==> src/rtl/issue_scheduler_if.sv <==
// issue_scheduler_if
//   Bundles the reservation-station request lines and the functional-unit
//   grant lines of the issue scheduler.
//   Modports:
//     master : reservation-station / FU side (drives requests, sees grants)
//     slave  : scheduler side (sees requests, drives grants)
//   Signals:
//     req_valid  [N_ENTRIES] entry occupied with both sources ready
//     req_mem    [N_ENTRIES] entry class, 1 = MEM, 0 = ALU
//     head_ptr   [IDX_W]     index of the oldest occupied entry
//     fu_ready   [3]         bit0 ALU0, bit1 ALU1, bit2 MEM
//     grant_vld  [3]         per-FU grant valid
//     grant_idx0/1/2 [IDX_W] granted entry for ALU0 / ALU1 / MEM
//     clear_mask [N_ENTRIES] release mask back to the RS
//     mem_busy               MEM unit inside its busy window
//     issue_cnt  [16]        total grants since reset, wrapping
interface issue_scheduler_if #(
    parameter int N_ENTRIES = 16,
    parameter int IDX_W     = 4
);
    logic [N_ENTRIES-1:0] req_valid;
    logic [N_ENTRIES-1:0] req_mem;
    logic [IDX_W-1:0]     head_ptr;
    logic [2:0]           fu_ready;
    logic [2:0]           grant_vld;
    logic [IDX_W-1:0]     grant_idx0;
    logic [IDX_W-1:0]     grant_idx1;
    logic [IDX_W-1:0]     grant_idx2;
    logic [N_ENTRIES-1:0] clear_mask;
    logic                 mem_busy;
    logic [15:0]          issue_cnt;

    modport master (
        output req_valid, req_mem, head_ptr, fu_ready,
        input  grant_vld, grant_idx0, grant_idx1, grant_idx2,
               clear_mask, mem_busy, issue_cnt
    );

    modport slave (
        input  req_valid, req_mem, head_ptr, fu_ready,
        output grant_vld, grant_idx0, grant_idx1, grant_idx2,
               clear_mask, mem_busy, issue_cnt
    );
endinterface

==> src/rtl/issue_scheduler.sv <==
// issue_scheduler
//   Age-ordered issue arbiter between the reservation station and the three
//   functional units (ALU0, ALU1, MEM). Scans eligible entries from head_ptr
//   (wrapping), grants up to one entry per FU, registers the grants.
//   Ports:
//     clk  : rising-edge clock
//     rst  : synchronous active-high reset
//     bus  : issue_scheduler_if.slave (requests in, grants/status out)
//   Parameters: N_ENTRIES (power of two, 4..64), IDX_W = log2(N_ENTRIES),
//               MEM_LAT (1..15) MEM busy window length.
//   Optional feature: define ISSUE_MEM_BUSY_EN to build the MEM busy
//   down-counter; otherwise mem_busy is tied low and MEM availability is
//   fu_ready[2] alone.
module issue_scheduler #(
    parameter int N_ENTRIES = 16,
    parameter int IDX_W     = 4,
    parameter int MEM_LAT   = 3
) (
    input  logic clk,
    input  logic rst,
    issue_scheduler_if.slave bus
);

    if (MEM_LAT < 1 || MEM_LAT > 15) begin : g_bad_mem_lat
        $error("issue_scheduler: MEM_LAT must be 1..15");
    end
    if (N_ENTRIES != (1 << IDX_W)) begin : g_bad_idx_w
        $error("issue_scheduler: N_ENTRIES must equal 2**IDX_W");
    end

    logic [2:0]           r_grant_vld;
    logic [IDX_W-1:0]     r_grant_idx0;
    logic [IDX_W-1:0]     r_grant_idx1;
    logic [IDX_W-1:0]     r_grant_idx2;
    logic [N_ENTRIES-1:0] r_clear_mask;
    logic [15:0]          r_issue_cnt;

    logic [N_ENTRIES-1:0] w_elig;
    logic [IDX_W-1:0]     w_scan;
    logic                 w_mem_found;
    logic [IDX_W-1:0]     w_mem_idx;
    logic [1:0]           w_alu_cnt;
    logic [IDX_W-1:0]     w_alu_first;
    logic [IDX_W-1:0]     w_alu_second;
    logic                 w_mem_busy;
    logic                 w_mem_avail;
    logic [2:0]           w_grant_vld;
    logic [IDX_W-1:0]     w_grant_idx0;
    logic [IDX_W-1:0]     w_grant_idx1;
    logic [IDX_W-1:0]     w_grant_idx2;
    logic [N_ENTRIES-1:0] w_clear_mask;
    logic [15:0]          w_pop;

    // Last edge's grants double as the in-flight mask: the RS has not yet
    // dropped those entries, so they must not be granted again this edge.
    always_comb begin
        w_elig       = bus.req_valid & ~r_clear_mask;
        w_scan       = '0;
        w_mem_found  = 1'b0;
        w_mem_idx    = '0;
        w_alu_cnt    = 2'd0;
        w_alu_first  = '0;
        w_alu_second = '0;
        // Index arithmetic wraps naturally at IDX_W bits, giving the
        // head_ptr, head_ptr+1, ... modulo-N age order.
        for (int unsigned k = 0; k < N_ENTRIES; k++) begin
            w_scan = bus.head_ptr + IDX_W'(k);
            if (w_elig[w_scan]) begin
                if (bus.req_mem[w_scan]) begin
                    if (!w_mem_found) begin
                        w_mem_found = 1'b1;
                        w_mem_idx   = w_scan;
                    end
                end else if (w_alu_cnt == 2'd0) begin
                    w_alu_first = w_scan;
                    w_alu_cnt   = 2'd1;
                end else if (w_alu_cnt == 2'd1) begin
                    w_alu_second = w_scan;
                    w_alu_cnt    = 2'd2;
                end
            end
        end
    end

    always_comb begin
        w_mem_avail  = bus.fu_ready[2] & ~w_mem_busy;
        w_grant_vld  = '0;
        w_grant_idx0 = '0;
        w_grant_idx1 = '0;
        w_grant_idx2 = '0;
        if (w_mem_found && w_mem_avail) begin
            w_grant_vld[2] = 1'b1;
            w_grant_idx2   = w_mem_idx;
        end
        if (w_alu_cnt != 2'd0) begin
            if (bus.fu_ready[0]) begin
                w_grant_vld[0] = 1'b1;
                w_grant_idx0   = w_alu_first;
                // Second-oldest ALU op only rides along when the oldest
                // went to ALU0.
                if (bus.fu_ready[1] && (w_alu_cnt == 2'd2)) begin
                    w_grant_vld[1] = 1'b1;
                    w_grant_idx1   = w_alu_second;
                end
            end else if (bus.fu_ready[1]) begin
                w_grant_vld[1] = 1'b1;
                w_grant_idx1   = w_alu_first;
            end
        end
    end

    always_comb begin
        w_clear_mask = '0;
        if (w_grant_vld[0]) w_clear_mask[w_grant_idx0] = 1'b1;
        if (w_grant_vld[1]) w_clear_mask[w_grant_idx1] = 1'b1;
        if (w_grant_vld[2]) w_clear_mask[w_grant_idx2] = 1'b1;
    end

    // Counts the grants currently presented on grant_vld.
    assign w_pop = 16'(r_grant_vld[0]) + 16'(r_grant_vld[1]) + 16'(r_grant_vld[2]);

    always_ff @(posedge clk) begin
        if (rst) begin
            r_grant_vld  <= '0;
            r_grant_idx0 <= '0;
            r_grant_idx1 <= '0;
            r_grant_idx2 <= '0;
            r_clear_mask <= '0;
            r_issue_cnt  <= '0;
        end else begin
            r_grant_vld  <= w_grant_vld;
            r_grant_idx0 <= w_grant_idx0;
            r_grant_idx1 <= w_grant_idx1;
            r_grant_idx2 <= w_grant_idx2;
            r_clear_mask <= w_clear_mask;
            r_issue_cnt  <= r_issue_cnt + w_pop;
        end
    end

`ifdef ISSUE_MEM_BUSY_EN
    logic [3:0] r_mem_cnt;

    // A new MEM grant reloads the counter even while it is still draining.
    always_ff @(posedge clk) begin
        if (rst) begin
            r_mem_cnt <= '0;
        end else if (w_grant_vld[2]) begin
            r_mem_cnt <= 4'(MEM_LAT - 1);
        end else if (r_mem_cnt != 4'd0) begin
            r_mem_cnt <= r_mem_cnt - 4'd1;
        end
    end

    assign w_mem_busy = (r_mem_cnt != 4'd0);
`else
    assign w_mem_busy = 1'b0;
`endif

    assign bus.grant_vld  = r_grant_vld;
    assign bus.grant_idx0 = r_grant_idx0;
    assign bus.grant_idx1 = r_grant_idx1;
    assign bus.grant_idx2 = r_grant_idx2;
    assign bus.clear_mask = r_clear_mask;
    assign bus.mem_busy   = w_mem_busy;
    assign bus.issue_cnt  = r_issue_cnt;

endmodule

==> src/flat_wrapper.sv <==
// flat-port wrapper written by rule: the top's interface ports become plain ports
module issue_scheduler_flat 
#(
    parameter int N_ENTRIES = 16,
    parameter int IDX_W     = 4,
    parameter int MEM_LAT   = 3
)
  (clk, rst, bus_req_valid, bus_req_mem, bus_head_ptr, bus_fu_ready, bus_grant_vld, bus_grant_idx0, bus_grant_idx1, bus_grant_idx2, bus_clear_mask, bus_mem_busy, bus_issue_cnt);
  issue_scheduler_if #(.N_ENTRIES(N_ENTRIES), .IDX_W(IDX_W)) bus_i ();
  input  logic clk;
  input  logic rst;
  input wire logic [$bits(bus_i.req_valid)-1:0] bus_req_valid;
  input wire logic [$bits(bus_i.req_mem)-1:0] bus_req_mem;
  input wire logic [$bits(bus_i.head_ptr)-1:0] bus_head_ptr;
  input wire logic [$bits(bus_i.fu_ready)-1:0] bus_fu_ready;
  output wire logic [$bits(bus_i.grant_vld)-1:0] bus_grant_vld;
  output wire logic [$bits(bus_i.grant_idx0)-1:0] bus_grant_idx0;
  output wire logic [$bits(bus_i.grant_idx1)-1:0] bus_grant_idx1;
  output wire logic [$bits(bus_i.grant_idx2)-1:0] bus_grant_idx2;
  output wire logic [$bits(bus_i.clear_mask)-1:0] bus_clear_mask;
  output wire logic [$bits(bus_i.mem_busy)-1:0] bus_mem_busy;
  output wire logic [$bits(bus_i.issue_cnt)-1:0] bus_issue_cnt;
  assign bus_i.req_valid = bus_req_valid;
  assign bus_i.req_mem = bus_req_mem;
  assign bus_i.head_ptr = bus_head_ptr;
  assign bus_i.fu_ready = bus_fu_ready;
  assign bus_grant_vld = bus_i.grant_vld;
  assign bus_grant_idx0 = bus_i.grant_idx0;
  assign bus_grant_idx1 = bus_i.grant_idx1;
  assign bus_grant_idx2 = bus_i.grant_idx2;
  assign bus_clear_mask = bus_i.clear_mask;
  assign bus_mem_busy = bus_i.mem_busy;
  assign bus_issue_cnt = bus_i.issue_cnt;
  issue_scheduler #(.N_ENTRIES(N_ENTRIES), .IDX_W(IDX_W), .MEM_LAT(MEM_LAT)) u_core (.clk(clk), .rst(rst), .bus(bus_i));
endmodule
==> config.mk <==
export PLATFORM = sky130hd
export DESIGN_NAME = issue_scheduler_flat
export DESIGN_NICKNAME = d
export VERILOG_FILES = /design/src/rtl/issue_scheduler_if.sv /design/src/rtl/issue_scheduler.sv /design/src/flat_wrapper.sv
export SDC_FILE = /design/constraint.sdc
export NUM_CORES = 1
export LEC_CHECK = 0
export CORE_MARGIN = 5
export CORE_UTILIZATION = 35
export DETAILED_ROUTE_END_ITERATION = 12
export PLACE_DENSITY_LB_ADDON = 0.3
export SLEW_MARGIN = 40
export SYNTH_ARGS = -nofsm -noshare
export SYNTH_HDL_FRONTEND = slang
export SYNTH_SLANG_ARGS = --single-unit
==> constraint.sdc <==
create_clock -name clk -period 16 [get_ports clk]
set_clock_uncertainty 0.15 [all_clocks]
set_input_delay 2.4 -clock clk [delete_from_list [all_inputs] [get_ports clk]]
set_output_delay 2.4 -clock clk [all_outputs]
set_load 0.05 [all_outputs]
**Placement density heat map**

(2 px per um) 17 x 17 tiles, from white (low) to dark blue (high), 0 to 100% covered.
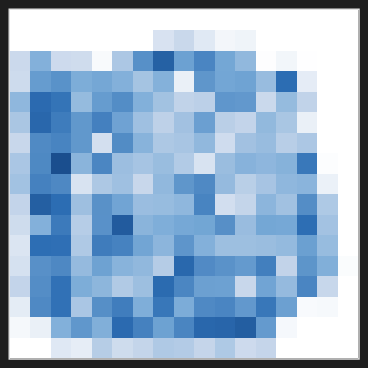
mean over tiles	36%
fullest tile	88%
emptiest ninth of the die	north-east

**The clock network**

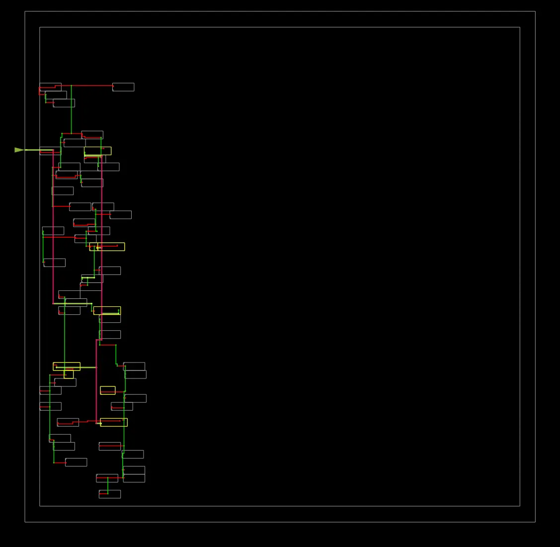
number of buffers inserted during clock tree synthesis: 5
clock network power: 0.000109 W

==> metrics.yaml <==
power_and_ir_drop:
  vdd_drop_max_uv: 137
  finalPower_w: 0.00190
  internal_power_w: 0.000805
  seq_power_share: 0.087
  combinationalPower_w: 0.00162
  p_switching_w: 0.00109
  clock_power_share: 0.058
  pwr.group.sequential_w: 0.000164
  power.static_leakage_nw: 4.30
routing:
  detail_route.iter0.violations: 1403
  route.detailed.drc: 0
  detail-route-antenna-nets: 0
  avgRoutedWirePerCell_um: 26.0
  dr_vias_cell: 6.54
synthesis:
  synthesis.yosys.warnings: 0
  yosys-stat-cells: 1167
  syn-instance-count: 1167
  post_syn_nets: 1260
  synth_cell_types: 128
  mappedNetlistArea_sq_um: 9420
  async_reset_ff_frac: 0
  synth_sequential_area_ratio: 0.0999
  enable_flop_cells: 0
  ys_dominant_reg_cell: "dfxtp_1"
die:
  dieWidth_um: 174
  floorplan.core_util: 0.353
  pin_count: 89
  cell_rows: 60
  die_height_um: 174
timing:
  final_number_of_max_transition_violations: 0
  finalSetupViolations: 0
  timing_worst_slew_pin_value_ns: 0.848
  relSlewSlack: 0.419
  timing.final.hold_violations: 0
  finalSetupTns_ns: 0
  clock.fmax_mhz: 65.0
  final.hold.worst_slack_ns: 0.350
  layout_min_cycle_time_ns: 15.38
clock_tree:
  root_buffer: "clkbuf_16"
  cts_max_level: 2
  tritoncts: "built"
  cts.sinks: 47
  clock_insertion_delay_worst_skew_ns: 0.30
  register_clock_pin_slew_on_the_reported_worst_setup_and_hold_paths_ns: 0.06
  cts.path.max_buffers: 2
outcome:
  outcome: "completed"
min_path:
  min-delay-path-class: "reg2reg"
  hold-path-cell-count: 2
  whs_endpoint: "u_core.bus.issue_cnt[6]"
  min_from: "u_core.bus.issue_cnt[6]"
cells_and_area:
  num_antenna_cells: 0
  layout.nets: 1382
  ff_latch_area_sq_um: 941
  finalCoreUtilization: 0.421
  fillerInstances: 2774
  layout-drive-gt1-share: 0.191
  dominant_logic_cell_type_in_the_layout: "nand2_1"
placed_design:
  place.gp.congestion: 1.08
  port_buffers: 87
  dp_hpwl_mm: 34.6
  placedCellCount: 1618
setup_path:
  kind_of_critical_path: "in2reg"
  cp.arrival_ns: 15.43
  slowest_stage_cell_crit_path: "mux4_2"
  critical_register_to_register_path_startpoint: "u_core.bus.clear_mask[10]"
  worst-r2r-cell-count: 58
  timing.critical_path.required_ns: 16.04
  r2r_end: "u_core.bus.clear_mask[11]"
  critical_path.endpoint_type: "register"
  timing.critical_path.slowest_cell_delay_ns: 0.61
  critPathMostFrequentCell: "ha_1"
flow_run:
  cap_viol_max_count: 0
  log.warning_count: 58
grt:
  vias_in_the_first_global_route: 10314
  grt_max_degree: 42
  grt_overflow: 0
==> area by class of cell <==
cell class | count | share of cell area
clock buffer | 6 | 0.0123
clock inverter | 2 | 0.00145
inverter | 48 | 0.0160
multi-input combinational | 1019 | 0.717
sequential | 47 | 0.0836
tap | 341 | 0.0379
timing repair buffer | 168 | 0.132
==> critical path: cells and delay by family <==
kind | cells | cell delay (ns)
AND-OR/OR-AND | 21 | 4.22
buffers and inverters | 7 | 1.14
multiplexers | 5 | 1.60
adder cells (fa/ha/maj) | 14 | 3.41
AND/OR/NAND/NOR | 12 | 2.64
==> stage by stage <==
step           cell area [sq um]  setup WS, ns
6_report                   11300         0.617
2_1_floorplan               9420         0.653
3_3_place_gp               10900         0.285
3_5_place_dp               10900       -0.0391
5_1_grt                    11300       -0.0818
4_1_cts                    11100         0.207
==> sequential cells by signal, indices dropped and copies added, names as in the netlist <==
name,flops
u_core.bus.clear_mask,16
u_core.bus.issue_cnt,16
u_core.bus.grant_idx0,4
u_core.bus.grant_idx1,4
u_core.bus.grant_idx2,4
u_core.bus.grant_vld,3
==> timing repair <==
item | 4_1_cts | 5_1_grt
setup buffers | 0 | 4
hold buffers | 0 | 0
resized | 0 | 28
endpoints found under the setup margin | 0 | 22
==> worst max path at each step <==
stage / start / endpoint / slack [ns] / depth (start not counted)
final: bus_req_valid[10] / u_core.bus.clear_mask[11] / 0.62 / 59
after global routing: bus_req_valid[8] / u_core.bus.clear_mask[11] / -0.08 / 61
after global placement: bus_req_valid[2] / u_core.bus.clear_mask[11] / 0.28 / 59
after floorplan: bus_head_ptr[2] / u_core.bus.clear_mask[11] / 0.65 / 62
after CTS: bus_head_ptr[2] / u_core.bus.clear_mask[11] / 0.21 / 61
after detailed placement: bus_head_ptr[2] / u_core.bus.clear_mask[11] / -0.04 / 61
==> cell usage after synthesis, drive strengths merged (7+ instances only) <==
cell type,instances,area (sq um)
nor3,45,235
dfxtp,47,941
o2111ai,10,93.8
xor2,18,165
a31oi,20,146
nand2,114,430
a21boi,9,71.3
a21o,12,90.1
or4,10,78.8
a21oi,71,378
nor3b,10,80.1
and3,9,56.3
clkbuf,22,86.3
a22oi,10,75.1
and4,8,70.1
o21ai,40,204
inv,46,173
o22ai,16,100
nor2b,34,220
and3b,7,61.3
buf,28,263
nand4,16,100
o211ai,20,150
mux4,44,993
or3,9,56.3
a211oi,11,87.6
a211o,9,78.8
or2,7,46.3
xnor2,8,70.1
mux2i,29,303
o32ai,18,206
o221ai,13,114
nand3,38,195
nor2,89,334
a2bb2oi,7,61.3
nand2b,24,165
ha,50,626
a32oi,10,87.6
mux2,28,315
and2,18,121
==> metal layers <==
metal	track usage	routed length, um
met5	0	0
met4	0.104	1940
met3	0.0531	4170
met2	0.424	18800
met1	0.362	17600
==> cell families after synthesis <==
logic type | Yosys count | synth area share
flip-flops | 47 | 0.0999
AND/OR/NAND/NOR | 473 | 0.273
adder cells (fa/ha/maj) | 52 | 0.0707
AND-OR/OR-AND | 366 | 0.301
XOR/XNOR | 26 | 0.0250
buffers and inverters | 101 | 0.0595
multiplexers | 101 | 0.171
other | 1 | 0.000398
Power figures rest on the tool's default switching activity, not on a simulated workload.
